--- config.mk ---
export PLATFORM = sky130hd
export DESIGN_NAME = loop_issue_ctrl
export DESIGN_NICKNAME = d
export VERILOG_FILES = /design/src/rtl/loop_issue_ctrl_pkg.sv /design/src/rtl/interval_counter.sv /design/src/rtl/loop_issue_ctrl.sv
export SDC_FILE = /design/constraint.sdc
export NUM_CORES = 1
export LEC_CHECK = 0
export CORE_AREA = 5 5 108 110
export CTS_BUF_LIST = sky130_fd_sc_hd__clkbuf_16
export DETAILED_ROUTE_END_ITERATION = 6
export DIE_AREA = 0 0 113 115
export GPL_TIMING_DRIVEN = 1
export PLACE_DENSITY = 0.84
export SLEW_MARGIN = 25
export SYNTH_ARGS = -nofsm -noshare
export SYNTH_HDL_FRONTEND = slang
export SYNTH_SLANG_ARGS = --single-unit
--- constraint.sdc ---
create_clock -name clk -period 2.3 [get_ports clk]
set_input_delay 0.345 -clock clk [delete_from_list [all_inputs] [get_ports clk]]
set_output_delay 0.345 -clock clk [all_outputs]
set_load 0.005 [all_outputs]
--- src/rtl/loop_issue_ctrl_pkg.sv ---
// Shared types for the loop iteration issuer: FSM state encoding and 32-bit count type.
package loop_issue_ctrl_pkg;

  typedef enum logic [1:0] {
    IDLE  = 2'd0,
    ISSUE = 2'd1,
    DRAIN = 2'd2
  } state_e;

  typedef logic [31:0] cnt_t;

endpackage

--- src/rtl/interval_counter.sv ---
// Free-running 0..PERIOD-1 counter; wrap is combinational and asserts on the last count of a period.
// clear has priority over en; a cycle with en=0 freezes the count and masks wrap.
module interval_counter
  import loop_issue_ctrl_pkg::*;
#(
  parameter int unsigned PERIOD = 1
) (
  input  logic clk,
  input  logic rst,
  input  logic clear,
  input  logic en,
  output logic wrap
);

  localparam cnt_t LAST = cnt_t'(PERIOD - 32'd1);

  cnt_t count;

  assign wrap = en && !clear && (count == LAST);

  always_ff @(posedge clk) begin
    if (rst || clear) begin
      count <= '0;
    end else if (en) begin
      count <= wrap ? '0 : count + 32'd1;
    end
  end

endmodule

--- src/rtl/loop_issue_ctrl.sv ---
// Pipelined-loop issuer: on go, one issue pulse every II cycles for TRIP_COUNT iterations, then done after LATENCY.
// Optional freeze via `stall` when LOOP_ISSUE_CTRL_STALL_EN is defined; otherwise stall is ignored.
module loop_issue_ctrl
  import loop_issue_ctrl_pkg::*;
#(
  parameter int unsigned II         = 1,
  parameter int unsigned TRIP_COUNT = 4,
  parameter int unsigned LATENCY    = 3
) (
  input  logic        clk,
  input  logic        rst,
  input  logic        go,
  input  logic        stall,
  output logic        issue,
  output logic [31:0] iter_idx,
  output logic        busy,
  output logic        done
);

  if (II == 0) begin : g_bad_ii
    $error("loop_issue_ctrl: II must be >= 1");
  end

  localparam cnt_t        LAST_IDX   = cnt_t'(TRIP_COUNT - 32'd1);
  localparam int unsigned DRAIN_PER  = (LATENCY == 0) ? 1 : LATENCY;

  state_e state;
  logic   run_en;
  logic   ii_wrap;
  logic   drain_wrap;
  cnt_t   next_idx;

`ifdef LOOP_ISSUE_CTRL_STALL_EN
  assign run_en = !stall;
`else
  logic stall_unused;
  assign stall_unused = stall;
  assign run_en       = 1'b1;
`endif

  assign next_idx = iter_idx + 32'd1;

  interval_counter #(.PERIOD(II)) u_ii_cnt (
    .clk   (clk),
    .rst   (rst),
    .clear (state != ISSUE),
    .en    (run_en),
    .wrap  (ii_wrap)
  );

  interval_counter #(.PERIOD(DRAIN_PER)) u_drain_cnt (
    .clk   (clk),
    .rst   (rst),
    .clear (state != DRAIN),
    .en    (run_en),
    .wrap  (drain_wrap)
  );

  always_ff @(posedge clk) begin
    if (rst) begin
      state    <= IDLE;
      issue    <= 1'b0;
      iter_idx <= '0;
      busy     <= 1'b0;
      done     <= 1'b0;
    end else begin
      issue <= 1'b0;
      done  <= 1'b0;
      case (state)
        IDLE: begin
          // busy still high here means this is the done cycle: go is ignored
          if (busy) begin
            busy <= 1'b0;
          end else if (go) begin
            if (TRIP_COUNT == 0) begin
              done <= 1'b1;
            end else begin
              issue    <= 1'b1;
              iter_idx <= '0;
              busy     <= 1'b1;
              if (TRIP_COUNT == 1) begin
                if (LATENCY == 0) done  <= 1'b1;
                else              state <= DRAIN;
              end else begin
                state <= ISSUE;
              end
            end
          end
        end
        ISSUE: begin
          if (ii_wrap) begin
            issue    <= 1'b1;
            iter_idx <= next_idx;
            if (next_idx == LAST_IDX) begin
              if (LATENCY == 0) begin
                done  <= 1'b1;
                state <= IDLE;
              end else begin
                state <= DRAIN;
              end
            end
          end
        end
        DRAIN: begin
          if (drain_wrap) begin
            done  <= 1'b1;
            state <= IDLE;
          end
        end
        default: state <= IDLE;
      endcase
    end
  end

endmodule
Fig. 1: run 1, signal wires on met2
Scale: 3 px per µm.
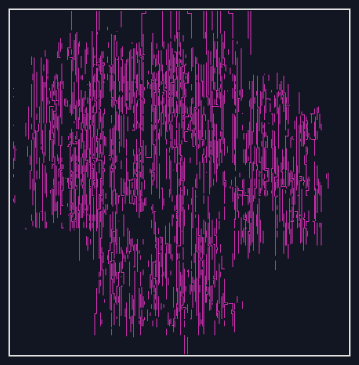
The layer holds 48% of the routed length. The layer carries 6960 µm of wire. 669 nets have wire on it. The longest straight run is 35.0 µm.
GR met2 Demand/Resource: 0.368
routed via count: 5371
final WL: 14400 µm

Fig. 2: run 1, where the registers sit
Scale: 3 px per µm. Other sequential cells in the stronger grey, the rest of the logic in the fainter grey.
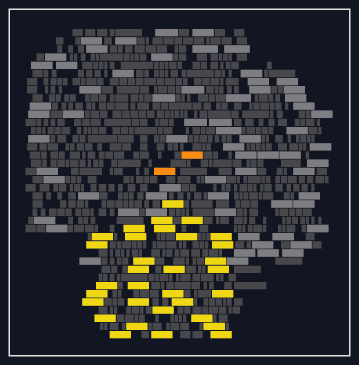
Yellow is u_ii_cnt.count, sequential cells 32, where south. Orange is state, sequential cells 2.
Another 67 sequential cells are not coloured.
sequential share of cell area: 0.299
register area: 2040 µm²
Seq group: 1.76 mW
post-layout utilization of the core: 0.645

==> results.yml, run 1 <==
# physical design summary
setup_path:
  critical_path.cell_chain: "ha_4, nand4_1, or4_4, nor3_1, mux2i_1, nor4b_2, nand4_1, nor4b_2"
  worst_path_dominant_cell_family: "simple AND/OR/NAND/NOR gates"
finish:
  final_net_count: 774
  most-common-layout-cells: "105 x nor2_1, 92 x dfxtp_1, 79 x buf_4"
  ratio_of_cells_with_drive_above_1_in_the_final_layout: 0.186
routing:
  met1Wirelength_um: 6080
  top_layer: "met4"
  detail_route.iter0.violations: 382
  drt_pre_antenna_iters: 5
final_timing:
  layout_min_cycle_time_ns: 2.36
  final-setup-viol-count: 2
  period_used_share: 1.03
  worstMarginPinSlew_ns: 0.750
  slew_headroom: 0.499
  fin_ws_ns: -0.0619
pwr:
  total_leakage_power_nw: 2.33
  pwr-share-seq: 0.501
  share_comb_of_total_power: 0.047
  design_power_total_mw: 3.52
  pwr.group.clock_mw: 1.59
  pwr_density_cell_nw_per_um2: 515
run_status:
  run_status: "finished with violations"
  violations: "setup timing"
cts:
  cts_sinks: 101
  cts-root-to-sink-buffers: 2
  postCtsResizedCells: 5
global_route:
  grtUsageMet1: 0.265
  grt.met3_usage: 0.0542
  overflow: 0
die:
  row_count: 38
  floorplan.die_area_um2: 13000
run:
  tool_warnings: 32
synth:
  post_synth_and_or_nand_nor_area_fraction: 0.330
  yosys-top-cells-count: "106 x nor2_1, 101 x dfxtp_1, 55 x a21oi_1, 40 x nand3_1, 39 x o21ai_0"
  ys_seq_elements: 101
  synth_sequential_area_ratio: 0.374
  yosys_cell_count: 670
  synthArstFlopShare: 0
  synth_cells: 670
  synth-warning-count: 0
  synth_cell_types: 57
  share_of_synthesized_area_spent_on_multiplexers: 0.00764
  ff_type: "dfxtp_1"
placed_design:
  gp_congestion: 0.900
  place.detailed.instances: 888
Fig. 3: run 1, supply network
Scale: 3 px per µm. Pins as bars on the die edge.
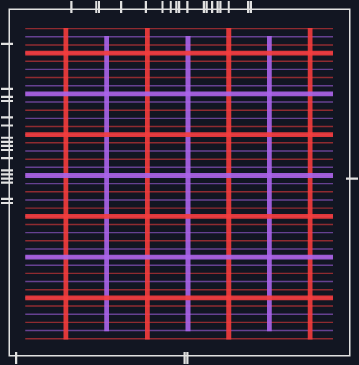
Purple is VDD. Red is VSS.
39 signal pins sit on the boundary. 39 met1 rails follow the rows. 7 straps on met4. The core has 38 rows.
Max VDD drop: 400 µV
die y size: 115 µm
Core Region: 10600 µm²
horizontal die dimension: 113 µm

Fig. 4: run 1, cell area per tile
Scale: 3 px per µm. The die is cut into 11 by 12 equal tiles; black is low, pale yellow is high, 0 to 100% covered.
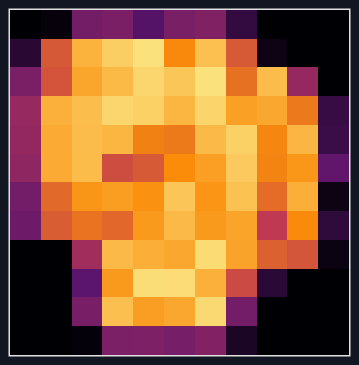
40% of the tiles are over 75% full. The mean over all tiles is 51%. The fullest tile reaches 93%. The emptiest ninth of the die: south-east. 19% of the tiles are nearly empty.
Initial Utilization: 0.510

[run 1: path summary, 6_finish.rpt]
path,start,end,slack (ns),cells past startpoint
worst max register to register,iter_idx[0],state[0],-0.06,8
worst max-delay path,iter_idx[0],state[0],-0.06,8
worst min-delay path,u_drain_cnt.count[0],u_drain_cnt.count[0],0.46,1
worst min register to register,u_drain_cnt.count[0],u_drain_cnt.count[0],0.46,1
[run 1: layout make-up]
class                   count  area (µm²)  share of cell area
clock inverters             6        80.1              0.0117
inverters                  16        60.1             0.00878
well taps                 140         175              0.0256
flip-flops and latches    101        2040               0.299
clock buffers               9         225              0.0329
multi-input cells         518        3250               0.475
repair buffers            118        1000               0.147
==> run 1 -> run 2 <==
--- a/config.mk
+++ b/config.mk
@@ -15,3 +15,4 @@
 export SYNTH_ARGS = -nofsm -noshare
 export SYNTH_HDL_FRONTEND = slang
 export SYNTH_SLANG_ARGS = --single-unit
+export TNS_END_PERCENT = 5
Fig. 5: run 2, supply network
Scale: 3 px per µm. Pins as bars on the die edge.
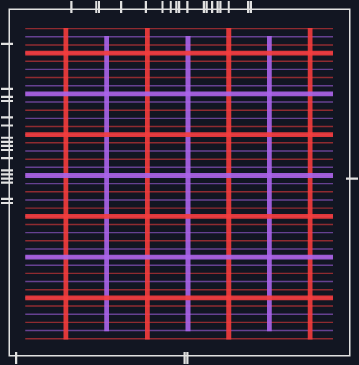
Red is VSS. Purple is VDD.
7 straps on met5. 39 signal pins sit on the boundary.
Max VDD drop: 398 µV

==> run 2 against run 1 <==
  * The flow still finishes with violations (setup timing)
  * Clock-buffer cell count is the same
  * Clock skew grew 0.0012 ns
  * Cell count shrank 0.11%
  * Flip-flop count is the same
  * Sequential share of layout area grew 0.13 points
  * Sequential power is essentially flat
  * Global-route usage is the same
  * Non-clock buffer count shrank 1
  * Routed wire length shrank 1.7%
  * Utilization shrank 0.63 points
  * Power is essentially flat
  * Combinational power is essentially flat
==> results.yml, run 2 <==
# physical design summary
die:
  core_region_um2: 10600
  die_h_um: 115
  die-width_um: 113
  fp_util: 0.510
  row_count: 38
finish:
  final_net_count: 773
  most-common-layout-cells: "106 x nor2_1, 95 x dfxtp_1, 78 x buf_4"
  seq_area_um2: 2030
  multiInputGateArea_um2: 3200
final_timing:
  worstMarginPinSlew_ns: 0.744
  fin_ws_ns: -0.123
  layout_min_cycle_time_ns: 2.42
  final-setup-viol-count: 2
  slew_headroom: 0.503
setup_path:
  rr_startpoint: "iter_idx[8]"
  worst_path_dominant_cell_family: "simple AND/OR/NAND/NOR gates"
  worst-path-stages: 7
  rr_endpoint: "state[0]"
  r2r_cells: 7
  setup.worst_path.start: "iter_idx[8]"
  worst-r2r-setup-slack_ns: -0.12
  cp-endpoint: "state[0]"
synth:
  synthArstFlopShare: 0
  synth-warning-count: 0
  ys_seq_elements: 101
  yosys-top-cells-count: "106 x nor2_1, 101 x dfxtp_1, 55 x a21oi_1, 40 x nand3_1, 39 x o21ai_0"
  synth_cells: 670
worst_hold_path:
  min_from: "u_drain_cnt.count[0]"
  hold_path_end: "u_drain_cnt.count[0]"
cts:
  postCtsResizedCells: 5
  cts-root-to-sink-buffers: 2
  cts_sinks: 101
global_route:
  grtUsageMet1: 0.265
  grt.met3_usage: 0.0542
  overflow: 0
  met2_usage: 0.368
pwr:
  pwr-share-seq: 0.502
  seq_cell_power_mw: 1.77
  design_power_total_mw: 3.52
routing:
  met1Wirelength_um: 6070
  detail_route.iter0.violations: 421
  top_layer: "met4"
run_status:
  run_status: "finished with violations"
  violations: "setup timing"
Fig. 6: run 2, cell area per tile
Scale: 3 px per µm. The die is cut into 11 by 12 equal tiles; black is low, pale yellow is high, 0 to 100% covered.
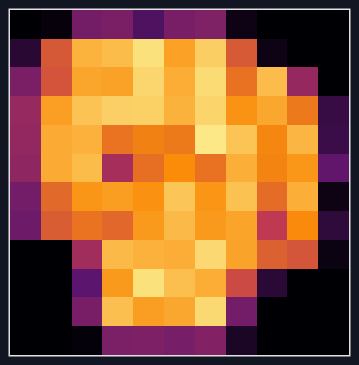
The mean over all tiles is 51%. 39% of the tiles are over 75% full. 19% of the tiles are nearly empty. The emptiest ninth of the die: south-east. The fullest tile reaches 95%.
post-layout utilization of the core: 0.639

run 2: cell count changes in the layout (fill, tap and decap cells not counted), moves of 2 or more:
cell | before | now
nor3_1 | 16 | 18
dfxtp_4 | 4 | 1
nor3_2 | 5 | 3
and3_1 | 9 | 11
and3_4 | 2 | 0
dfxtp_1 | 92 | 95
run 2: logic make-up after synthesis:
logic type	after synthesis	synth area share
simple gates	328	0.330
compound gates	118	0.125
flops	101	0.374
xor+xnor	62	0.100
buf+inv	51	0.0493
fa+ha+maj	6	0.0139
mux	4	0.00764
run 2: final cells by class:
class	count	area share
inverter	16	0.00887
clock buffer	9	0.0333
sequential	101	0.300
timing repair buffer	117	0.147
tap	140	0.0259
clock inverter	6	0.0118
multi-input combinational	518	0.473
Power is estimated from default activity; no workload was simulated.
